Fig. 1: clock routing
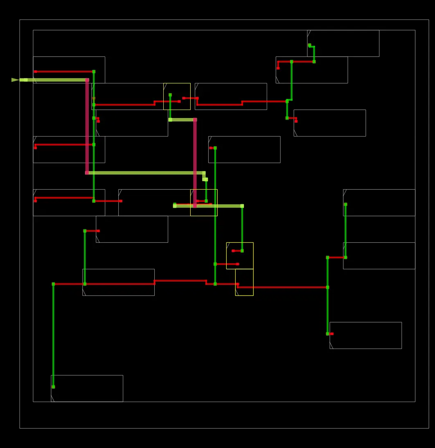
Fig. 2: wiring by layer
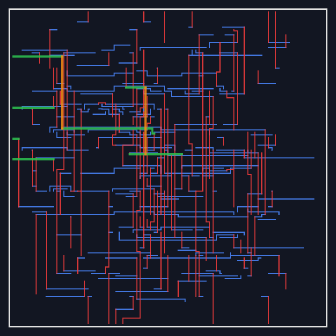
Fig. 3: clock network drawn from the DEF
Scale bar: 10 um.
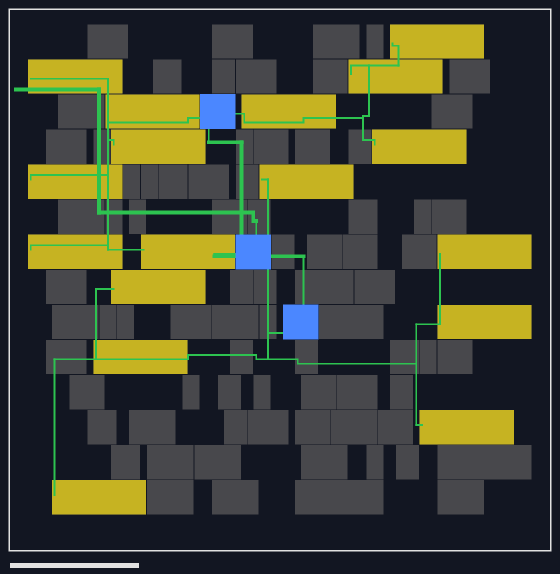
Fig. 4: wires at chosen ports, followed through buffers
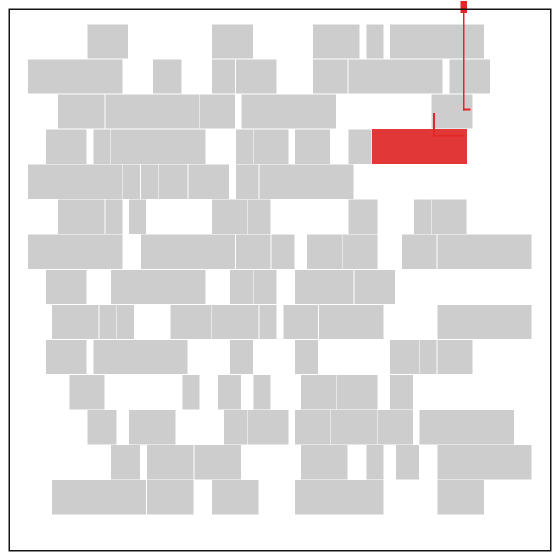
Fig. 5: gate-type map
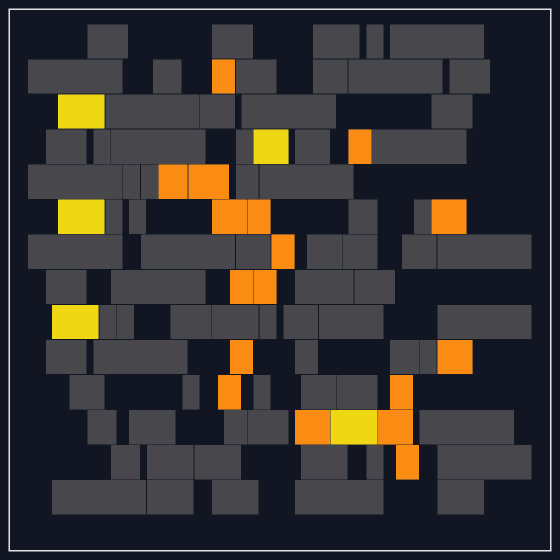
<file path="src/rtl/twos_to_sign_mag.sv">
// Serial two's-complement to signed-magnitude converter: one magnitude bit per
// cycle, LSB first, with negation done on the fly via a seen-one flag.
module twos_to_sign_mag #(
    parameter int unsigned N = 4
) (
    input  logic         clk,
    input  logic         rst_n,
    input  logic [N-1:0] in_data,
    input  logic         in_valid,
    output logic         in_ready,
    output logic [N-1:0] out_data,
    output logic         out_valid,
    input  logic         out_ready,
    output logic         out_ovf,
    output logic         busy
);

    localparam int unsigned MW = N - 1;
    localparam int unsigned CW = (N > 2) ? $clog2(N - 1) : 1;
    localparam logic [CW-1:0] LAST_BIT = CW'(N - 2);
    localparam logic [N-1:0]  MOST_NEG = {1'b1, {MW{1'b0}}};
    localparam logic [N-1:0]  SAT_NEG  = {1'b1, {MW{1'b1}}};

    typedef enum logic [1:0] {IDLE, CONV, HOLD} state_t;

    state_t          state, state_d;
    logic            sign, sign_d;
    logic [MW-1:0]   shreg, shreg_d;
    logic [CW-1:0]   cnt, cnt_d;
    logic            seen_one, seen_d;
    logic [N-1:0]    out_data_d;
    logic            out_valid_d, ovf_d, in_ready_d, busy_d;
    logic            bit_in, bit_out;
    logic [MW-1:0]   mag_next;

    // State and output registers
    always_ff @(posedge clk) begin
        if (!rst_n) begin
            state     <= IDLE;
            sign      <= 1'b0;
            shreg     <= '0;
            cnt       <= '0;
            seen_one  <= 1'b0;
            out_data  <= '0;
            out_valid <= 1'b0;
            out_ovf   <= 1'b0;
            in_ready  <= 1'b1;
            busy      <= 1'b0;
        end else begin
            state     <= state_d;
            sign      <= sign_d;
            shreg     <= shreg_d;
            cnt       <= cnt_d;
            seen_one  <= seen_d;
            out_data  <= out_data_d;
            out_valid <= out_valid_d;
            out_ovf   <= ovf_d;
            in_ready  <= in_ready_d;
            busy      <= busy_d;
        end
    end

    // Next-state and next-output logic
    always_comb begin
        state_d     = state;
        sign_d      = sign;
        shreg_d     = shreg;
        cnt_d       = cnt;
        seen_d      = seen_one;
        out_data_d  = out_data;
        out_valid_d = out_valid;
        ovf_d       = out_ovf;

        // Bits after the first 1 of a negative word are inverted
        bit_in   = shreg[0];
        bit_out  = (sign && seen_one) ? ~bit_in : bit_in;
        mag_next = shreg >> 1;
        mag_next[MW-1] = bit_out;

        case (state)
            IDLE: begin
                if (in_valid) begin
                    state_d  = CONV;
                    sign_d   = in_data[N-1];
                    shreg_d  = in_data[N-2:0];
                    cnt_d    = '0;
                    seen_d   = 1'b0;
                    ovf_d    = (in_data == MOST_NEG);
                end
            end
            CONV: begin
                shreg_d = mag_next;
                seen_d  = seen_one | bit_in;
                if (cnt == LAST_BIT) begin
                    cnt_d       = '0;
                    state_d     = HOLD;
                    out_valid_d = 1'b1;
                    out_data_d  = out_ovf ? SAT_NEG : {sign, mag_next};
                end else begin
                    cnt_d = cnt + CW'(1);
                end
            end
            HOLD: begin
                if (out_ready) begin
                    state_d     = IDLE;
                    out_valid_d = 1'b0;
                end
            end
            default: state_d = IDLE;
        endcase

        in_ready_d = (state_d == IDLE);
        busy_d     = (state_d != IDLE);
    end

endmodule
</file>
<file path="config.mk">
export PLATFORM = sky130hd
export DESIGN_NAME = twos_to_sign_mag
export DESIGN_NICKNAME = d
export VERILOG_FILES = /design/src/rtl/twos_to_sign_mag.sv
export SDC_FILE = /design/constraint.sdc
export NUM_CORES = 1
export LEC_CHECK = 0
export CORE_UTILIZATION = 48
export DETAILED_ROUTE_END_ITERATION = 8
export PLACE_DENSITY_LB_ADDON = 0.12
export SETUP_SLACK_MARGIN = 0.02
export SLEW_MARGIN = 20
export SYNTH_ARGS = -nofsm -noshare
export SYNTH_HDL_FRONTEND = slang
export SYNTH_SLANG_ARGS = --single-unit
</file>
<file path="constraint.sdc">
create_clock -name clk -period 1.8 [get_ports clk]
set_clock_uncertainty 0.2 [all_clocks]
set_input_delay 0.45 -clock clk [delete_from_list [all_inputs] [get_ports clk]]
set_output_delay 0.45 -clock clk [all_outputs]
set_load 0.01 [all_outputs]
</file>
==> results.yml <==
# flow metrics
final_timing:
  min_period_ns: 1.57
  worst_slew_pin_slew_ns: 0.378
  finalSetupViolCount: 0
clock_network:
  cts_root_buffer: "clkbuf_4"
  clock_path_buffers: 2
worst_setup_path:
  criticalPathCategory: "register to primary output"
  critical_path.endpoint_type: "primary output"
layout:
  antenna_cells: 0
  instances_no_fill: 113
place:
  dp_cells: 109
  gp_congestion: 0.826
hold_path:
  hold_depth: 1
detailed_routing:
  drt-met1-wl_um: 686
  drt_iter0_drc: 5
  top_layer_used: "met4"
  ant_nets: 0
  num_vias: 596
yosys:
  synth_flops: 17
  avgSynthCellArea_sq_um: 9.66
  synth.top_cell.area_share: 0.446
  synth-warning-count: 0
  adder_share: 0
  mux_share: 0.0262
  async_reset_ff_frac: 0
  topCellsByArea: "dfxtp_1 45%, nand2_1 4.4%, buf_6 4.4%"
  synth-cells-yosys: 79
  netlist_area_sq_um: 763
  top_cells_by_count: "17 x dfxtp_1, 9 x nand2_1, 5 x a21oi_1, 5 x o21ai_0"
die:
  fp_util: 0.513
  dieArea_sq_mm: 0.00175
  rows: 14
  dieWidth_um: 41.9
run:
  log.warning_count: 26
global_routing:
  grt_pass1_vias: 642
run_status:
  outcome: "finished, final reports clean"
power_and_ir_drop:
  total_power_mw: 0.711
## Picture notes: Fig. 1
clock sink count: 17
Num CTS Buffers: 3
Clk power: 0.207 mW

## Picture notes: Fig. 2
M2 -> red  # wire length 704 um
M3 -> green  # wire length 40.0 um
M1 -> blue  # wire length 687 um
M4 -> orange  # wire length 18.4 um

## Picture notes: Fig. 3
clock-net drivers -> blue  # count 3
clock wires -> green  # length 212 um
flip-flops -> yellow  # count 17
routed clock nets = 4
Latency at later pin: 0.29 ns
share of total power in the clock network: 0.291

## Picture notes: Fig. 4
busy -> red  # bits 1, direction output, end cells 1, buffers 1, wire 11.9 um
I/O pins: 16
PortBufs: 15

## Picture notes: Fig. 5
non-inverting ao/oa cells -> yellow  # cells 5
aoi and oai cells -> orange  # cells 17

## what timing repair did
action	in CTS	in global routing
hold endpoints to repair	0	0
buffers inserted	0	0
setup endpoints to repair	8	0
resized	8	0
## layer usage
metal	global-route usage	up-vias
li1	-	308
met4	0.0968	0
met1	0.232	277
met5	0	-
met3	0.0391	4
met2	0.322	7
## worst paths after layout
kind	from	endpoint	slack, ns
worst min register to register	out_data[1]	out_data[1]	0.31
worst max register to register	state[1]	out_data[3]	0.32
worst max-delay path	out_data[2]	out_data[2]	0.23
worst min-delay path	out_data[1]	out_data[1]	0.31
## layout make-up
cell class | count | area [sq um]
tap | 16 | 20.0
fill | 134 | 541
sequential | 17 | 340
multi-input combinational | 54 | 367
inverter | 3 | 11.3
clock buffer | 3 | 22.5
timing repair buffer | 19 | 183
clock inverter | 1 | 5.00
## kinds of logic (layout without fill, tap and decap cells)
logic type	Yosys count	in the layout
and+or+nand+nor	29	29
DFF	17	17
AOI/OAI and AO/OA	22	22
muxes	2	2
xor gates and xnor gates	1	1
buffers and inverters	8	26
## power breakdown
group          internal (mW)  switching, mW  leakage (nW)
sequential             0.393         0.0134         0.139
combinational         0.0548         0.0429         0.267
clock                 0.0827          0.124        0.0177
total                  0.531          0.180         0.424
## stage by stage
step	TNS, ns	setup WS [ns]	util	cell area [sq um]	hold slack [ns]
after floorplan	0	0.531	-	763	0.256
after global placement	-0.0224	-0.0150	0.625	931	0.278
after detailed placement	-0.0773	-0.0456	0.625	931	0.288
after CTS	0	0.220	0.637	948	0.308
after global routing	0	0.190	0.637	948	0.338
final	0	0.228	0.637	948	0.305
## state kept, by name (all words and copies together) (netlist names)
signal,count
shreg,3
cnt,2
out_valid,1
out_data,4
busy,1
in_ready,1
sign,1
seen_one,1
out_ovf,1
state,2
Power is estimated from default activity; no workload was simulated.
